File: src/rtl/jpeg_mod_pkg.sv
// Shared types and geometry helpers for the block-to-HDMI frame scheduler.
package jpeg_mod_pkg;

   localparam int BLOCK_SIZE = 8;

   typedef enum logic [1:0] {
      IDLE,
      WAIT_CREDIT,
      STREAM,
      FRAME_END
   } sched_state_t;

   function automatic int beats_per_blk(input int n);
      return (BLOCK_SIZE * BLOCK_SIZE) / n;
   endfunction

endpackage

File: src/rtl/blk_frame_sched_pos_cntr.sv
// Nested element/block/stripe position counter; advances on inc_i, clears on clr_i.
module blk_pos_cntr #(
   parameter int BEATS   = 32,
   parameter int BLKS    = 2,
   parameter int STRIPES = 2,
   parameter int EW      = (BEATS > 1) ? $clog2(BEATS) : 1,
   parameter int BW      = (BLKS > 1) ? $clog2(BLKS) : 1,
   parameter int SW      = (STRIPES > 1) ? $clog2(STRIPES) : 1
) (
   input  logic          clk,
   input  logic          rst,
   input  logic          inc_i,
   input  logic          clr_i,
   output logic [EW-1:0] elem_o,
   output logic [BW-1:0] blk_o,
   output logic [SW-1:0] stripe_o,
   output logic          last_elem_o,
   output logic          last_blk_o,
   output logic          last_stripe_o
);

   localparam logic [EW-1:0] ELEM_LAST   = EW'(BEATS - 1);
   localparam logic [BW-1:0] BLK_LAST    = BW'(BLKS - 1);
   localparam logic [SW-1:0] STRIPE_LAST = SW'(STRIPES - 1);

   logic [EW-1:0] elem_q;
   logic [BW-1:0] blk_q;
   logic [SW-1:0] stripe_q;

   assign last_elem_o   = (elem_q == ELEM_LAST);
   assign last_blk_o    = (blk_q == BLK_LAST);
   assign last_stripe_o = (stripe_q == STRIPE_LAST);
   assign elem_o        = elem_q;
   assign blk_o         = blk_q;
   assign stripe_o      = stripe_q;

   always_ff @(posedge clk) begin
      if (rst || clr_i) begin
         elem_q   <= '0;
         blk_q    <= '0;
         stripe_q <= '0;
      end else if (inc_i) begin
         if (last_elem_o) begin
            elem_q <= '0;
            if (last_blk_o) begin
               blk_q    <= '0;
               stripe_q <= last_stripe_o ? '0 : stripe_q + 1'b1;
            end else begin
               blk_q <= blk_q + 1'b1;
            end
         end else begin
            elem_q <= elem_q + 1'b1;
         end
      end
   end

endmodule

File: src/rtl/blk_frame_sched.sv
// Frame scheduler: frames decoded block beats for the display converter and
// meters stripes against a two-entry ping-pong buffer credit counter.
module blk_frame_sched
   import jpeg_mod_pkg::*;
#(
   parameter int N     = 2,
   parameter int X_RES = 2160,
   parameter int Y_RES = 1200
) (
   input  logic                clk,
   input  logic                rst,
   input  logic                enable,
   input  logic                src_valid,
   output logic                src_ready,
   input  logic signed [N*8-1:0] src_data_y,
   input  logic signed [N*8-1:0] src_data_cr,
   input  logic signed [N*8-1:0] src_data_cb,
   input  logic                stripe_rd_done,
   output logic                blk_valid,
   output logic signed [N*8-1:0] blk_data_y,
   output logic signed [N*8-1:0] blk_data_cr,
   output logic signed [N*8-1:0] blk_data_cb,
   output logic                blk_sob,
   output logic                blk_eob,
   output logic                blk_sof,
   output logic                frame_done,
   output logic                credit_err
);

   // state       | meaning
   // IDLE        | parked, waiting for enable
   // WAIT_CREDIT | stripe boundary, waiting for a free stripe buffer
   // STREAM      | accepting beats of the current stripe
   // FRAME_END   | one-cycle frame_done, decide next frame or idle

   localparam int BEATS   = beats_per_blk(N);
   localparam int BLKS    = X_RES / BLOCK_SIZE;
   localparam int STRIPES = Y_RES / BLOCK_SIZE;
   localparam int EW      = (BEATS > 1) ? $clog2(BEATS) : 1;
   localparam int BW      = (BLKS > 1) ? $clog2(BLKS) : 1;
   localparam int SW      = (STRIPES > 1) ? $clog2(STRIPES) : 1;

   sched_state_t state_q;
   logic [1:0]   credit_q, credit_d;
   logic         credit_err_q, credit_err_d;
   logic         credit_take;
   logic         xfer;

   logic                 blk_valid_q, blk_sob_q, blk_eob_q, blk_sof_q, frame_done_q;
   logic signed [N*8-1:0] data_y_q, data_cr_q, data_cb_q;

   logic [EW-1:0] elem;
   logic [BW-1:0] blk;
   logic [SW-1:0] stripe;
   logic          last_elem, last_blk, last_stripe;

   assign src_ready   = (state_q == STREAM);
   assign xfer        = src_valid && src_ready;
   assign credit_take = (state_q == WAIT_CREDIT) && (credit_q != 2'd0);

   blk_pos_cntr #(
      .BEATS   (BEATS),
      .BLKS    (BLKS),
      .STRIPES (STRIPES),
      .EW      (EW),
      .BW      (BW),
      .SW      (SW)
   ) u_pos (
      .clk           (clk),
      .rst           (rst),
      .inc_i         (xfer),
      .clr_i         ((state_q == IDLE) && enable),
      .elem_o        (elem),
      .blk_o         (blk),
      .stripe_o      (stripe),
      .last_elem_o   (last_elem),
      .last_blk_o    (last_blk),
      .last_stripe_o (last_stripe)
   );

   // A release and a take in the same cycle cancel; a release with both buffers free is an error.
   always_comb begin
      credit_d     = credit_q;
      credit_err_d = credit_err_q;
      if (stripe_rd_done && !credit_take) begin
         if (credit_q == 2'd2) credit_err_d = 1'b1;
         else                  credit_d     = credit_q + 2'd1;
      end else if (!stripe_rd_done && credit_take) begin
         credit_d = credit_q - 2'd1;
      end
   end

   always_ff @(posedge clk) begin
      if (rst) begin
         credit_q     <= 2'd2;
         credit_err_q <= 1'b0;
      end else begin
         credit_q     <= credit_d;
         credit_err_q <= credit_err_d;
      end
   end

   always_ff @(posedge clk) begin
      if (rst) begin
         state_q      <= IDLE;
         blk_valid_q  <= 1'b0;
         blk_sob_q    <= 1'b0;
         blk_eob_q    <= 1'b0;
         blk_sof_q    <= 1'b0;
         frame_done_q <= 1'b0;
         data_y_q     <= '0;
         data_cr_q    <= '0;
         data_cb_q    <= '0;
      end else begin
         blk_valid_q  <= xfer;
         blk_sob_q    <= xfer && (elem == '0);
         blk_eob_q    <= xfer && last_elem;
         blk_sof_q    <= xfer && (elem == '0) && (blk == '0) && (stripe == '0);
         frame_done_q <= 1'b0;
         if (xfer) begin
            data_y_q  <= src_data_y;
            data_cr_q <= src_data_cr;
            data_cb_q <= src_data_cb;
         end
         case (state_q)
            IDLE:        if (enable) state_q <= WAIT_CREDIT;
            WAIT_CREDIT: if (credit_take) state_q <= STREAM;
            STREAM: begin
               if (xfer && last_elem && last_blk) begin
                  if (last_stripe) begin
                     state_q      <= FRAME_END;
                     frame_done_q <= 1'b1;
                  end else begin
                     state_q <= WAIT_CREDIT;
                  end
               end
            end
            FRAME_END:   state_q <= enable ? WAIT_CREDIT : IDLE;
            default:     state_q <= IDLE;
         endcase
      end
   end

   assign blk_valid   = blk_valid_q;
   assign blk_sob     = blk_sob_q;
   assign blk_eob     = blk_eob_q;
   assign blk_sof     = blk_sof_q;
   assign frame_done  = frame_done_q;
   assign credit_err  = credit_err_q;
   assign blk_data_y  = data_y_q;
   assign blk_data_cr = data_cr_q;
   assign blk_data_cb = data_cb_q;

endmodule

File: config.mk
export PLATFORM = sky130hd
export DESIGN_NAME = blk_frame_sched
export DESIGN_NICKNAME = d
export VERILOG_FILES = /design/src/rtl/jpeg_mod_pkg.sv /design/src/rtl/blk_frame_sched_pos_cntr.sv /design/src/rtl/blk_frame_sched.sv
export SDC_FILE = /design/constraint.sdc
export NUM_CORES = 1
export LEC_CHECK = 0
export ABC_AREA = 0
export CORE_UTILIZATION = 31
export CTS_CLUSTER_DIAMETER = 50
export DETAILED_ROUTE_END_ITERATION = 10
export SLEW_MARGIN = 20
export SYNTH_ARGS = -nofsm -noshare
export SYNTH_HDL_FRONTEND = slang
export SYNTH_SLANG_ARGS = --single-unit
File: constraint.sdc
create_clock -name clk -period 2.8 [get_ports clk]
set_clock_uncertainty 0.15 [all_clocks]
set_input_delay 0.56 -clock clk [delete_from_list [all_inputs] [get_ports clk]]
set_output_delay 0.56 -clock clk [all_outputs]
set_load 0.02 [all_outputs]
==> images/flops_by_reg.png <==
The bar under the picture is 20 um long.
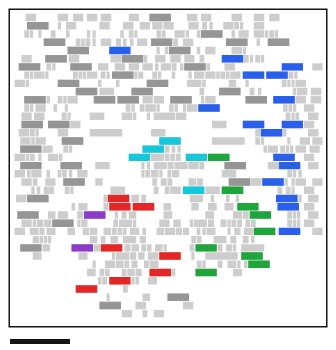
| colour | signal | flops |
|---|---|---|
| purple | `state_q` | 2 |
| cyan | `u_pos.elem_o` | 5 |
| red | `u_pos.stripe_o` | 8 |
| blue | `blk_data_cb` | 16 |
| green | `u_pos.blk_o` | 9 |
not coloured: 40
Seq area share: 34.07%
sequential cell area: 1602 um^2
Seq group: 1230 uW

==> images/congestion.png <==
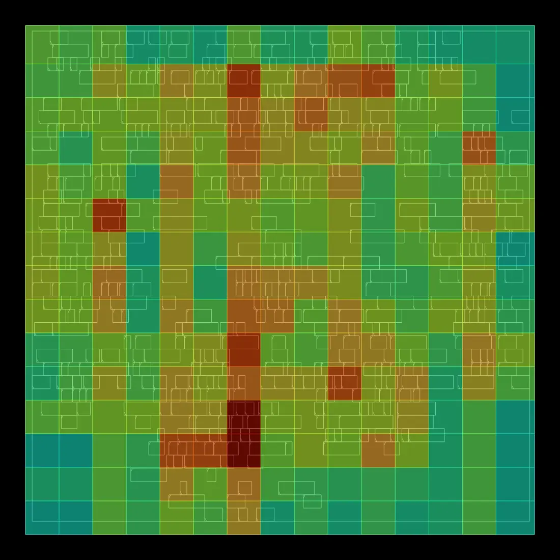
layer with the highest usage: met2
global routing met3 resource utilization: 4.073%
met1 usage in global routing: 18.57%
met2 capacity usage during global routing: 26.02%
Tot GR Track Use: 15.46%

==> run notes <==
Routability-driven placement congestion ratio: 0.8481. After layout, the inverter instance count without clock inverters stands at 8. Listed in order, past its start point the critical path passes ha_1 -> and3_1 -> ha_1 -> and4b_1 -> nand3_2 -> or4_1 -> a21oi_1.

The synthesized netlist handed to floorplanning was reported with a cell count of 398. In the per-layer summary, the met1 wirelength comes to 3637 um. The clock period could shrink to 2472 ps.

The register area share after synthesis was 49.17%; the sink count of the clock tree was 80. Tracing the worst setup path back leads to its startpoint at u_pos.elem_o[0]. The kind of cell with the highest combined delay along the critical path is simple AND/OR/NAND/NOR gates. The initial antenna violation count came out at 0. For the first-pass GRT wire length, the log shows 13,680 um.

Setup repair after global routing left no endpoint under its margin. The die covers 10,920 um^2. Entering global routing, the biggest net connects 58 pins.

Total grt overflow: 0. The start point of the worst min-delay path is blk_data_cb[9]. Multi-input gates account for 32.42% of the area. The average instance area after synthesis was 8.183 um^2. The HPWL after detailed placement is 5498 um. The run finished with clean final reports.

The type of origin of the critical path was a flip-flop. The fraction of synthesis flops using an asynchronous set or reset pin was 0%. After Yosys synthesis, XOR and XNOR cells account for 1.882% of the synthesized area. The routed design uses 3750 um of met2 wire. The count of flip-flops with a built-in enable after synthesis is 0, and the cell depth of the worst flop-to-flop path is 7. The tools report the total internal power as 1989 uW.

Among all stages on the critical path, the maximum delay recorded is 570 ps. The type of the most critical hold path is flip-flop to flip-flop. For the hold-fix buffer count after cts, the log shows 0. The synthesis run identifies the leading combinational cell family as simple AND/OR/NAND/NOR gates.

Minimum setup slack among reg-to-reg paths: 330 ps. The clock tree synthesis step divided the H-tree into 3 levels. Counting endpoints that fail hold in the final report gives 0.

The net count of the finished layout is 563. The DRC violation total after the first TritonRoute iteration was 156. The region available for standard cell placement spans 10,280 um^2.

The primary flip-flop cell chosen by synthesis mapping was sky130_fd_sc_hd__dfxtp_1. The clock buffer count from CTS is 9. The clock network consumes a total of 1000 uW.

The max-capacitance violation count is 0, and the mapped cell area is 3257 um^2. The synthesis report lists the Yosys warning total as 0. The clock network is responsible for 37.9% of the overall power.

After synthesis the netlist holds a flip-flop and latch count of 80. Per the summary, power density relative to cell area is 561.9 nW/um^2. Of the total synthesized cell area, the portion taken by AND, OR, NAND and NOR gates is 27.08%. The cell with the largest stage delay on the worst path is sky130_fd_sc_hd__or4_1. The flow reports that combinational logic draws 15.7% of the design power. The clock-pin slew on the worst setup and hold paths was 80 ps.
==> images/wires.png <==
Only two layers are drawn.
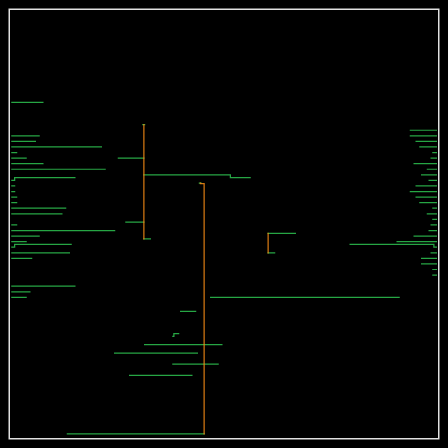
| colour | layer | wire length |
|---|---|---|
| green | metal 3 | 525 um |
| orange | metal 4 | 94.8 um |
detailed-route wire length per cell: 12.47 um
Vias: 3,013
total length of routed wires: 8007 um

Power figures rest on the tool's default switching activity, not on a simulated workload.
